**src/rtl/button_edge_gen_pkg.sv**
```systemverilog
// Shared definitions for the pushbutton conditioner: channel state encodings
// (also decoded by central_timing's state_debug) and a small width helper.
package button_edge_gen_pkg;

  typedef logic [1:0] btn_state_t;

  localparam btn_state_t ST_RELEASED     = 2'd0;
  localparam btn_state_t ST_PRESS_WAIT   = 2'd1;
  localparam btn_state_t ST_PRESSED      = 2'd2;
  localparam btn_state_t ST_RELEASE_WAIT = 2'd3;

  function automatic int max_int(input int a, input int b);
    return (a > b) ? a : b;
  endfunction

endpackage

```
**src/rtl/button_edge_gen_if.sv**
```systemverilog
// Board-side bundle of the button conditioner: raw pins in, strobes/levels out,
// plus per-channel FSM state for debug decoding.
interface button_edge_gen_if;
  import button_edge_gen_pkg::*;

  // btn_edge_* are valid-only pulses: high for exactly one cycle per accepted
  // event, no ready/backpressure; the consumer must sample every cycle.
  logic       btn_raw_l;
  logic       btn_raw_r;
  logic       btn_edge_l;
  logic       btn_edge_r;
  logic       btn_level_l;
  logic       btn_level_r;
  btn_state_t state_l;
  btn_state_t state_r;

  modport master (
    output btn_raw_l, btn_raw_r,
    input  btn_edge_l, btn_edge_r, btn_level_l, btn_level_r, state_l, state_r
  );

  modport slave (
    input  btn_raw_l, btn_raw_r,
    output btn_edge_l, btn_edge_r, btn_level_l, btn_level_r, state_l, state_r
  );

endinterface

```
**src/rtl/button_edge_gen_channel.sv**
```systemverilog
// One button: synchroniser, debounce FSM with saturating counter, and (when
// BTN_REPEAT_EN is defined and REPEAT_ON=1) a hold-to-repeat timer.
module button_edge_gen_channel
  import button_edge_gen_pkg::*;
#(
  parameter int SYNC_STAGES     = 2,
  parameter int DEBOUNCE_CYCLES = 1000000,
  parameter int REPEAT_DELAY    = 50000000,
  parameter int REPEAT_PERIOD   = 20000000,
  parameter int REPEAT_ON       = 0
) (
  input  logic       clk,
  input  logic       reset,
  input  logic       raw_i,
  output logic       strobe_o,
  output logic       level_o,
  output btn_state_t state_o
);

  localparam int               CNT_W    = $clog2(DEBOUNCE_CYCLES + 1);
  localparam logic [CNT_W-1:0] CNT_LAST = CNT_W'(DEBOUNCE_CYCLES - 1);
  localparam logic [CNT_W-1:0] CNT_MAX  = CNT_W'(DEBOUNCE_CYCLES);

  if (SYNC_STAGES < 2 || DEBOUNCE_CYCLES < 1 || REPEAT_DELAY < 1 ||
      REPEAT_PERIOD < 1 || (REPEAT_ON != 0 && REPEAT_ON != 1)) begin : g_bad_params
    $error("button_edge_gen_channel: illegal parameter value");
  end

  logic [SYNC_STAGES-1:0] sync_q, sync_d;
  btn_state_t             state_q, state_d;
  logic [CNT_W-1:0]       cnt_q, cnt_d;
  logic                   sync_last;
  logic                   press_stb;
  logic                   rpt_hit;

  assign sync_d    = {sync_q[SYNC_STAGES-2:0], raw_i};
  assign sync_last = sync_q[SYNC_STAGES-1];

  always_comb begin
    state_d   = state_q;
    cnt_d     = cnt_q;
    press_stb = 1'b0;
    case (state_q)
      ST_RELEASED: begin
        if (sync_last) begin
          state_d = ST_PRESS_WAIT;
          cnt_d   = '0;
        end
      end
      ST_PRESS_WAIT: begin
        if (!sync_last) begin
          state_d = ST_RELEASED;
          cnt_d   = '0;
        end else if (cnt_q == CNT_LAST) begin
          state_d   = ST_PRESSED;
          cnt_d     = '0;
          press_stb = 1'b1;
        end else if (cnt_q != CNT_MAX) begin
          cnt_d = cnt_q + CNT_W'(1);
        end
      end
      ST_PRESSED: begin
        if (!sync_last) begin
          state_d = ST_RELEASE_WAIT;
          cnt_d   = '0;
        end
      end
      ST_RELEASE_WAIT: begin
        // A bounce back to high returns to PRESSED silently; release never strobes.
        if (sync_last) begin
          state_d = ST_PRESSED;
          cnt_d   = '0;
        end else if (cnt_q == CNT_LAST) begin
          state_d = ST_RELEASED;
          cnt_d   = '0;
        end else if (cnt_q != CNT_MAX) begin
          cnt_d = cnt_q + CNT_W'(1);
        end
      end
      default: begin
        state_d = ST_RELEASED;
        cnt_d   = '0;
      end
    endcase
  end

  always_ff @(posedge clk) begin
    if (reset) begin
      sync_q  <= '0;
      state_q <= ST_RELEASED;
      cnt_q   <= '0;
    end else begin
      sync_q  <= sync_d;
      state_q <= state_d;
      cnt_q   <= cnt_d;
    end
  end

`ifdef BTN_REPEAT_EN
  if (REPEAT_ON != 0) begin : g_repeat
    localparam int RPT_W = $clog2(max_int(REPEAT_DELAY, REPEAT_PERIOD) + 1);

    logic [RPT_W-1:0] rpt_q, rpt_d;
    logic             first_q, first_d;
    logic             hit;

    // Timer runs only while held in PRESSED; any exit re-arms the long first delay.
    always_comb begin
      rpt_d   = '0;
      first_d = 1'b1;
      hit     = 1'b0;
      if (state_q == ST_PRESSED && sync_last) begin
        hit = first_q ? (rpt_q == RPT_W'(REPEAT_DELAY - 1))
                      : (rpt_q == RPT_W'(REPEAT_PERIOD - 1));
        if (hit) begin
          rpt_d   = '0;
          first_d = 1'b0;
        end else begin
          rpt_d   = rpt_q + RPT_W'(1);
          first_d = first_q;
        end
      end
    end

    always_ff @(posedge clk) begin
      if (reset) begin
        rpt_q   <= '0;
        first_q <= 1'b1;
      end else begin
        rpt_q   <= rpt_d;
        first_q <= first_d;
      end
    end

    assign rpt_hit = hit;
  end else begin : g_no_repeat
    assign rpt_hit = 1'b0;
  end
`else
  assign rpt_hit = 1'b0;
`endif

  assign strobe_o = press_stb | rpt_hit;
  assign level_o  = (state_q == ST_PRESSED) || (state_q == ST_RELEASE_WAIT);
  assign state_o  = state_q;

endmodule

```
**src/rtl/button_edge_gen.sv**
```systemverilog
// Calculator pushbutton conditioner: two debounce channels, clear-over-step
// strobe priority and registered strobes. BTN_REPEAT_EN enables right-button repeat.
module button_edge_gen
  import button_edge_gen_pkg::*;
#(
  parameter int SYNC_STAGES     = 2,
  parameter int DEBOUNCE_CYCLES = 1000000,
  parameter int REPEAT_DELAY    = 50000000,
  parameter int REPEAT_PERIOD   = 20000000
) (
  input logic               clk,
  input logic               reset,
  button_edge_gen_if.slave  bus
);

  logic strobe_l;
  logic strobe_r;
  logic edge_l_q, edge_l_d;
  logic edge_r_q, edge_r_d;

  button_edge_gen_channel #(
    .SYNC_STAGES     (SYNC_STAGES),
    .DEBOUNCE_CYCLES (DEBOUNCE_CYCLES),
    .REPEAT_DELAY    (REPEAT_DELAY),
    .REPEAT_PERIOD   (REPEAT_PERIOD),
    .REPEAT_ON       (0)
  ) u_left (
    .clk      (clk),
    .reset    (reset),
    .raw_i    (bus.btn_raw_l),
    .strobe_o (strobe_l),
    .level_o  (bus.btn_level_l),
    .state_o  (bus.state_l)
  );

  button_edge_gen_channel #(
    .SYNC_STAGES     (SYNC_STAGES),
    .DEBOUNCE_CYCLES (DEBOUNCE_CYCLES),
    .REPEAT_DELAY    (REPEAT_DELAY),
    .REPEAT_PERIOD   (REPEAT_PERIOD),
    .REPEAT_ON       (1)
  ) u_right (
    .clk      (clk),
    .reset    (reset),
    .raw_i    (bus.btn_raw_r),
    .strobe_o (strobe_r),
    .level_o  (bus.btn_level_r),
    .state_o  (bus.state_r)
  );

  // Clear wins: a coincident step strobe is dropped, not deferred.
  assign edge_l_d = strobe_l;
  assign edge_r_d = strobe_r & ~strobe_l;

  always_ff @(posedge clk) begin
    if (reset) begin
      edge_l_q <= 1'b0;
      edge_r_q <= 1'b0;
    end else begin
      edge_l_q <= edge_l_d;
      edge_r_q <= edge_r_d;
    end
  end

  assign bus.btn_edge_l = edge_l_q;
  assign bus.btn_edge_r = edge_r_q;

endmodule

```
**src/flat_wrapper.sv**
```systemverilog
// flat-port wrapper written by rule: the top's interface ports become plain ports
module button_edge_gen_flat import button_edge_gen_pkg::*;
#(
  parameter int SYNC_STAGES     = 2,
  parameter int DEBOUNCE_CYCLES = 1000000,
  parameter int REPEAT_DELAY    = 50000000,
  parameter int REPEAT_PERIOD   = 20000000
)
  (clk, reset, bus_btn_raw_l, bus_btn_raw_r, bus_btn_edge_l, bus_btn_edge_r, bus_btn_level_l, bus_btn_level_r, bus_state_l, bus_state_r);
  button_edge_gen_if bus_i ();
  input logic clk;
  input logic reset;
  input wire logic [$bits(bus_i.btn_raw_l)-1:0] bus_btn_raw_l;
  input wire logic [$bits(bus_i.btn_raw_r)-1:0] bus_btn_raw_r;
  output wire logic [$bits(bus_i.btn_edge_l)-1:0] bus_btn_edge_l;
  output wire logic [$bits(bus_i.btn_edge_r)-1:0] bus_btn_edge_r;
  output wire logic [$bits(bus_i.btn_level_l)-1:0] bus_btn_level_l;
  output wire logic [$bits(bus_i.btn_level_r)-1:0] bus_btn_level_r;
  output wire logic [$bits(bus_i.state_l)-1:0] bus_state_l;
  output wire logic [$bits(bus_i.state_r)-1:0] bus_state_r;
  assign bus_i.btn_raw_l = bus_btn_raw_l;
  assign bus_i.btn_raw_r = bus_btn_raw_r;
  assign bus_btn_edge_l = bus_i.btn_edge_l;
  assign bus_btn_edge_r = bus_i.btn_edge_r;
  assign bus_btn_level_l = bus_i.btn_level_l;
  assign bus_btn_level_r = bus_i.btn_level_r;
  assign bus_state_l = bus_i.state_l;
  assign bus_state_r = bus_i.state_r;
  button_edge_gen #(.SYNC_STAGES(SYNC_STAGES), .DEBOUNCE_CYCLES(DEBOUNCE_CYCLES), .REPEAT_DELAY(REPEAT_DELAY), .REPEAT_PERIOD(REPEAT_PERIOD)) u_core (.clk(clk), .reset(reset), .bus(bus_i));
endmodule
```
**config.mk**
```make
export PLATFORM = sky130hd
export DESIGN_NAME = button_edge_gen_flat
export DESIGN_NICKNAME = d
export VERILOG_FILES = /design/src/rtl/button_edge_gen_pkg.sv /design/src/rtl/button_edge_gen_if.sv /design/src/rtl/button_edge_gen_channel.sv /design/src/rtl/button_edge_gen.sv /design/src/flat_wrapper.sv
export SDC_FILE = /design/constraint.sdc
export NUM_CORES = 1
export LEC_CHECK = 0
export ABC_AREA = 1
export ABC_CLOCK_PERIOD_IN_PS = 5400
export CAP_MARGIN = 20
export CORE_MARGIN = 4
export CORE_UTILIZATION = 25
export CTS_CLUSTER_SIZE = 25
export DETAILED_ROUTE_END_ITERATION = 12
export HOLD_SLACK_MARGIN = 0.05
export PLACE_DENSITY_LB_ADDON = 0.08
export REMOVE_ABC_BUFFERS = 1
export SETUP_SLACK_MARGIN = 0.02
export SLEW_MARGIN = 0
export SYNTH_ARGS = -nofsm -noshare
export SYNTH_HDL_FRONTEND = slang
export SYNTH_SLANG_ARGS = --single-unit
```
**constraint.sdc**
```tcl
create_clock -name clk -period 5.4 [get_ports clk]
set_clock_uncertainty 0.2 [all_clocks]
set_input_delay 1.08 -clock clk [delete_from_list [all_inputs] [get_ports clk]]
set_output_delay 1.08 -clock clk [all_outputs]
set_load 0.01 [all_outputs]
```
==> run_1/layer_met2.png <==
Cells faint in the background.
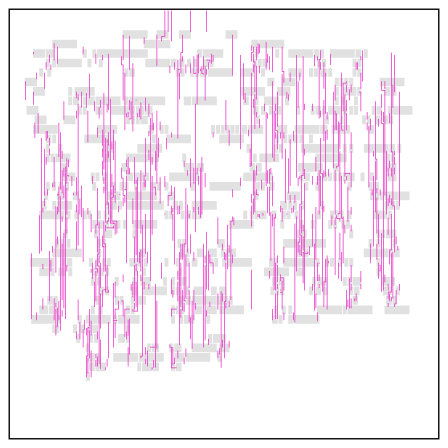
nets with wire on the layer = 379
wire length on this layer = 4,100 um
share of all routed wire = 47%
main direction = vertical
DR vias: 3,086
WL final: 8650 um
met2 usage: 20.6%

==> run_1/flops_by_reg.png <==
Other sequential cells in the stronger gray, the rest of the logic in the fainter gray.
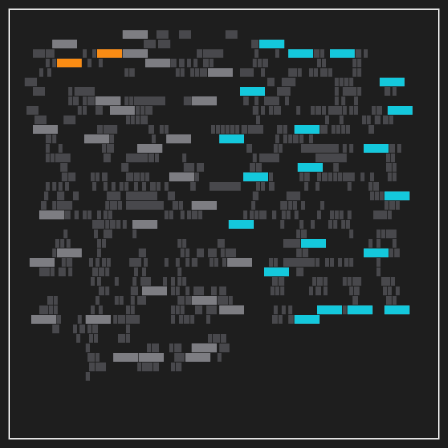
u_core.u_left.sync_q -> orange  # sequential cells 2
u_core.u_right.cnt_q -> cyan  # sequential cells 20
Layout Utilization: 29.4%
sequential share of cell area: 26.7%
register area: 0.00100 mm^2
Seq power: 378 uW

==> run_1/congestion.png <==
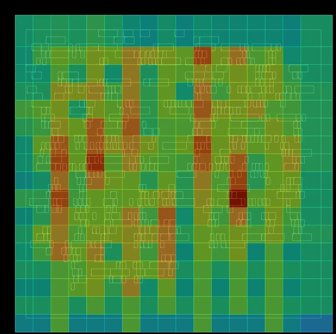
Most Crowded Layer GR: met2
WL/cell: 12.2 um
GRT Util Overall: 12.3%
met3 Track Usage GR: 2.40%
grt met1 use: 16.3%

==> results.py, run 1 <==
# Flow results
metrics = {
    "clock_tree": {
        "htreeDepth": 2,
        "ctsHoldBuffers": 0,
        "insertion_delay_ps": 300,
        "cts_tree": "built",
        "post_cts_buffers": 0,
        "clk_pin_slew_worst_paths_ps": 70,
    },
    "run_status": {
        "status": "finished clean",
    },
    "finish": {
        "inv_count": 60,
        "comb_area_share_pct": 53.0,
        "top_regs": "u_core.u_left.cnt_q: 20 flops, u_core.u_right.cnt_q: 20 flops",
        "drive_above_1_share_pct": 11.5,
        "buf_share_pct": 3.14,
        "final_area_mm2": 0.00374,
        "clkCellAreaFrac_pct": 5.31,
    },
    "timing": {
        "fin_ws_ps": 2750,
        "slew-limit-headroom_pct": 55.7,
        "hold_viol_final": 0,
        "fmax_ghz": 0.378,
        "worst_pin_slew_ps": 664,
    },
    "placed_design": {
        "numPortBuffers": 11,
        "placed_area_mm2": 0.00354,
        "routabilityCongestion": 0.769,
    },
    "route": {
        "postRouteAntennaNets": 0,
        "drt_iter0_drc": 150,
    },
    "worst_setup_path": {
        "crit_top_cell": "inv_1",
        "worstSetupPathType": "in2reg",
        "r2r_start": "u_core.u_left.sync_q[1]$_SDFF_PP0_",
        "crit_path_end": "u_core.u_left.cnt_q[4]$_SDFFE_PP0P_",
        "worst_path_max_delay_cell": "clkdlybuf4s50_1",
        "arrival_ps": 2650,
        "path_buffers": 4,
        "critPathLaunchType": "primary input",
        "crit_path_end_kind": "flop",
        "max_stage_delay_ps": 450,
    },
    "synthesis": {
        "top_area_cell": "dfxtp_1",
        "synth-main-ff-cell": "dfxtp_1",
        "synthXorXnorAreaFrac_pct": 0.533,
        "ys_types": 39,
    },
    "die": {
        "core_mm2": 0.0127,
    },
    "global_routing": {
        "grt-ovfl-total": 0,
        "grt_max_degree": 32,
    },
    "job": {
        "warnings": 27,
    },
    "min_path": {
        "worstHoldPathCells": 2,
    },
    "power": {
        "power_leakage_uw": 0.00126,
    },
}
-- run 1: metal layers --
layer  vias to the layer above  share of wire (%)
li1                       1676                  -
met1                      1374                 49
met2                        28                 47
met3                         8                2.3
met4                         0                1.2
met5                         -                  0
-- run 1: worst reg2reg max path: stages, from the launching register on --
cell      delay, ps
dfxtp_1         360
inv_1            90
nor2_1          130
inv_1            60
nand3_1         210
clkinv_1        560
nand2_1         200
nand3_1          90
nand2_1          60
inv_1            40
-- run 1: per-stage QoR --
step | instances | hold slack [ps]
after floorplan | 517 | 188
after global placement | 701 | 197
after detailed placement | 701 | 197
after CTS | 709 | 207
after global routing | 709 | 225
final | 709 | 207
-- run 1: power by group --
part           switching (uW)  internal [uW]  total [uW]
Clock                     154            279         432
Combinational            45.3           17.8        63.2
Sequential               5.53            373         378
==> run 1 -> run 2 <==
--- a/config.mk
+++ b/config.mk
@@ -6,7 +6,7 @@
 export NUM_CORES = 1
 export LEC_CHECK = 0
 export ABC_AREA = 1
-export ABC_CLOCK_PERIOD_IN_PS = 5400
+export ABC_CLOCK_PERIOD_IN_PS = 2650
 export CAP_MARGIN = 20
 export CORE_MARGIN = 4
 export CORE_UTILIZATION = 25
==> constraint.sdc (replaced) <==
create_clock -name clk -period 2.65 [get_ports clk]
set_clock_uncertainty 0.2 [all_clocks]
set_input_delay 0.53 -clock clk [delete_from_list [all_inputs] [get_ports clk]]
set_output_delay 0.53 -clock clk [all_outputs]
set_load 0.01 [all_outputs]
==> run 2 against run 1 <==
First-iteration DRC count decreased by 20%; sequential power grew 100%; non-clock buffer count increased by 4; synthesized cell count stayed put; die area stayed put; critical endpoint is now bus_state_l[0]; worst hold slack lost 3.2 ps; combinational power up 130%.
==> results.py, run 2 <==
# Flow results
metrics = {
    "run_status": {
        "status": "finished clean",
    },
    "route": {
        "maxUsedRoutingLayer": "met4",
        "wire_per_inst_um": 12.4,
        "postRouteAntennaNets": 0,
    },
    "power": {
        "p_sw_uw": 421,
        "comb_power_uw": 143,
        "p_clk_uw": 666,
        "maxPowerGroup": "sequential cells",
        "p_seq_share_pct": 48.8,
    },
    "clock_tree": {
        "post_cts_buffers": 0,
        "cts_tree": "built",
        "clk_pin_slew_worst_paths_ps": 70,
    },
    "synthesis": {
        "top_area_cell": "dfxtp_1",
        "ys_types": 39,
        "synth-main-ff-cell": "dfxtp_1",
    },
    "timing": {
        "holdWs_ps": 203,
        "hold_viol_final": 0,
        "fmax_ghz": 0.487,
    },
    "finish": {
        "final_area_mm2": 0.00372,
        "clkCellAreaFrac_pct": 3.93,
        "fin_cells": 713,
        "comb_area_share_pct": 53.3,
    },
    "global_routing": {
        "grt_busiest_layer": "met2",
    },
    "worst_setup_path": {
        "max_stage_delay_ps": 580,
        "worst_path_max_delay_cell": "clkdlybuf4s50_1",
        "path_buffers": 1,
        "arrival_ps": 1320,
        "crit_path_end_kind": "primary output",
    },
    "placed_design": {
        "routabilityCongestion": 0.810,
    },
    "job": {
        "warnings": 27,
    },
}
==> run 2: cell counts after synthesis <==
No cell type changed its count.
==> run 2: path summary, 6_finish.rpt <==
| kind | start | to | slack [ps] | depth (start not counted) |
|---|---|---|---|---|
| worst min-delay path | u_core.u_left.sync_q[0]$_SDFF_PP0_ | u_core.u_left.sync_q[1]$_SDFF_PP0_ | 200 | 2 |
| worst min register to register | u_core.u_left.sync_q[0]$_SDFF_PP0_ | u_core.u_left.sync_q[1]$_SDFF_PP0_ | 200 | 2 |
| worst max-delay path | u_core.u_left.state_o[0]$_SDFFE_PP0P_ | bus_state_l[0] | 600 | 1 |
| worst max register to register | u_core.u_right.cnt_q[1]$_SDFFE_PP0P_ | u_core.u_right.cnt_q[14]$_SDFFE_PP0P_ | 760 | 8 |
==> run_2/layer_met1.png <==
Supply wires on this layer in gray. Cells faint in the background.
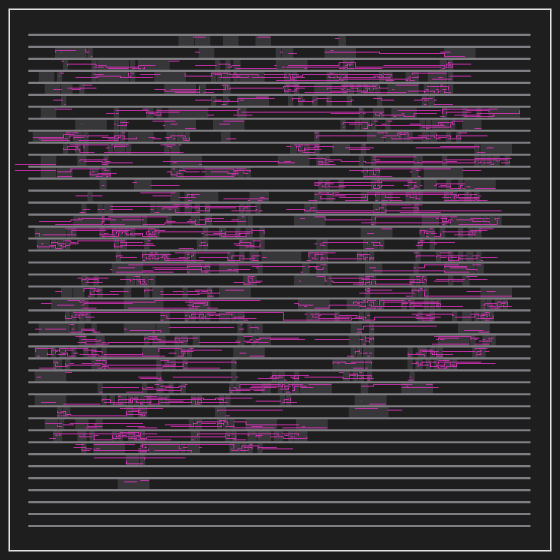
main direction = horizontal
wire length on this layer = 4,300 um

==> run_2/layer_met2.png <==
Cells faint in the background.
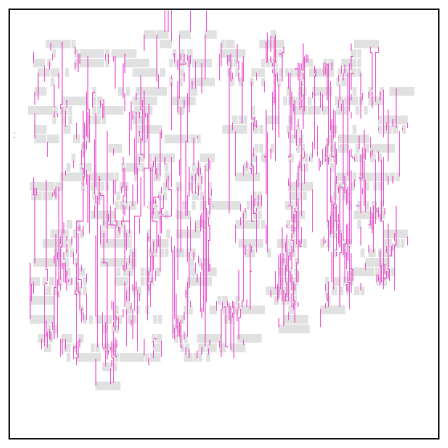
wire length on this layer = 4,200 um
longest straight run = 51.7 um
share of all routed wire = 48%
nets with wire on the layer = 390
main direction = vertical

==> run_2/congestion.png <==
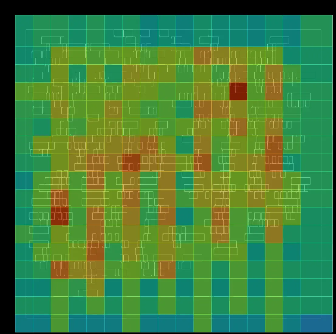
grt met1 use: 15.8%
met2 usage: 21.8%
met3 Track Usage GR: 2.63%

==> run 2 -> run 3 <==
--- a/config.mk
+++ b/config.mk
@@ -6,7 +6,7 @@
 export NUM_CORES = 1
 export LEC_CHECK = 0
 export ABC_AREA = 1
-export ABC_CLOCK_PERIOD_IN_PS = 2650
+export ABC_CLOCK_PERIOD_IN_PS = 1840
 export CAP_MARGIN = 20
 export CORE_MARGIN = 4
 export CORE_UTILIZATION = 25
==> constraint.sdc (replaced) <==
create_clock -name clk -period 1.84 [get_ports clk]
set_clock_uncertainty 0.2 [all_clocks]
set_input_delay 0.368 -clock clk [delete_from_list [all_inputs] [get_ports clk]]
set_output_delay 0.368 -clock clk [all_outputs]
set_load 0.01 [all_outputs]
==> run 3 against run 2 <==
Worst hold slack barely moved; critical path depth stayed put; largest cell class unchanged; sequential power grew 44%; combinational power is 48% higher; power increased by 64%; design area increased by 8.6%; synthesized cell count did not move; clock-buffer cell count rose by 1; clock power up 91%; non-clock buffer count up 27.
==> results.py, run 3 <==
# Flow results
metrics = {
    "route": {
        "wire_per_inst_um": 12.2,
        "postRouteAntennaNets": 0,
        "route.met3.wl_um": 357,
    },
    "timing": {
        "hold_viol_final": 0,
        "slew-limit-headroom_pct": 76.1,
        "holdWs_ps": 203,
    },
    "worst_setup_path": {
        "r2r_start": "u_core.u_right.cnt_q[1]$_SDFFE_PP0P_",
        "worstSetupPathType": "reg2out",
        "crit_path_end_kind": "primary output",
        "cp.depth": 1,
        "r2r_cells": 10,
        "r2r_slack_ps": 140,
    },
    "run_status": {
        "status": "finished clean",
    },
    "power": {
        "p_seq_share_pct": 42.9,
        "p_clk_uw": 1270,
        "switching_share_pct": 23.2,
        "pwr-share-comb_pct": 8.2,
        "p_sw_uw": 600,
    },
    "synthesis": {
        "top_area_cell": "dfxtp_1",
    },
    "global_routing": {
        "groute.usage.overall_pct": 12.7,
        "grt_use_met2_pct": 20.7,
        "grt_use_met3_pct": 2.49,
        "grt_busiest_layer": "met2",
        "met1_usage_pct": 16.6,
        "grt_max_degree": 31,
    },
    "placed_design": {
        "placed_area_mm2": 0.00381,
    },
    "clock_tree": {
        "cts_tree": "built",
    },
    "finish": {
        "drive_above_1_share_pct": 18.7,
    },
}
run 3: timing repair:
action | 4_1_cts | 5_1_grt
gates cloned | 0 | 0
buffers inserted | 0 | 1
endpoints found under the setup margin | 6 | 9
gates resized | 4 | 12
pin swaps | 0 | 2
hold endpoints to repair | 0 | 0
run 3: final cells by class:
class,count,share of cell area (%)
flip-flops and latches,50,25.1
clock inverters,2,1.49
multi-input cells,407,49.2
inverters,60,5.63
clock buffers,6,3.44
well taps,172,5.32
repair buffers,43,9.78
run 3: logic make-up (layout without fill, tap and decap cells):
group	Yosys count	count (layout)
buffers and inverters	72	111
and+or+nand+nor	341	341
adders and majority gates	4	4
DFF	50	50
xor gates and xnor gates	2	2
AOI/OAI and AO/OA	60	60
==> run_3/io_fan.png <==
Scale bar: 20 um.
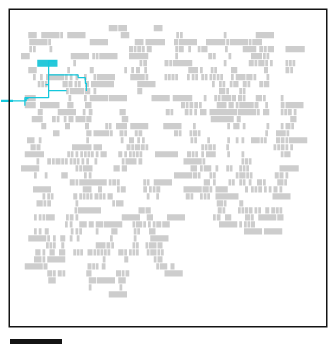
bus_btn_level_l -> cyan  # bits 1, direction output, edge left, end cells 1, buffers 1, wire 65.7 um
IO Port Bufs: 11
# IOs: 12

==> run_3/layer_met1.png <==
Supply wires on this layer in gray. Cells faint in the background.
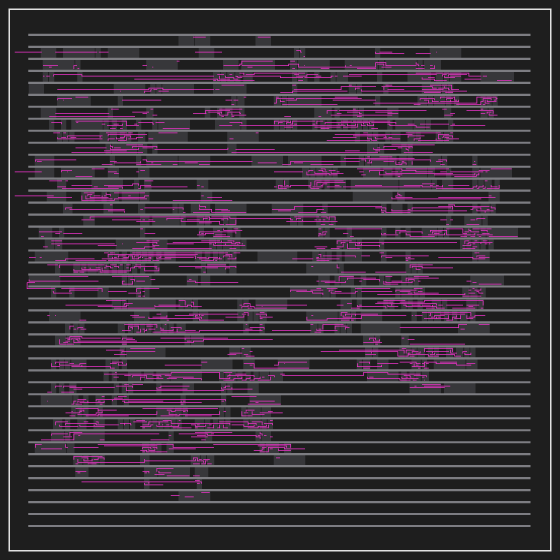
longest straight run = 33.1 um
share of all routed wire = 49%
nets with wire on the layer = 543
DR vias: 3,221
WL final: 9040 um

==> run_3/flops_by_reg.png <==
Other sequential cells in the stronger gray, the rest of the logic in the fainter gray.
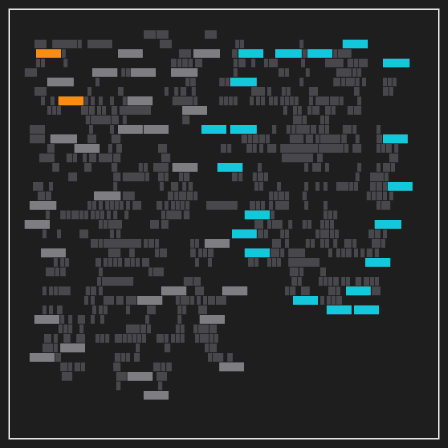
u_core.u_right.cnt_q -> cyan  # sequential cells 20
u_core.u_left.sync_q -> orange  # sequential cells 2
register area: 0.00101 mm^2
Layout Utilization: 31.8%

No activity file was given, so power comes from the tool's default toggle rates.
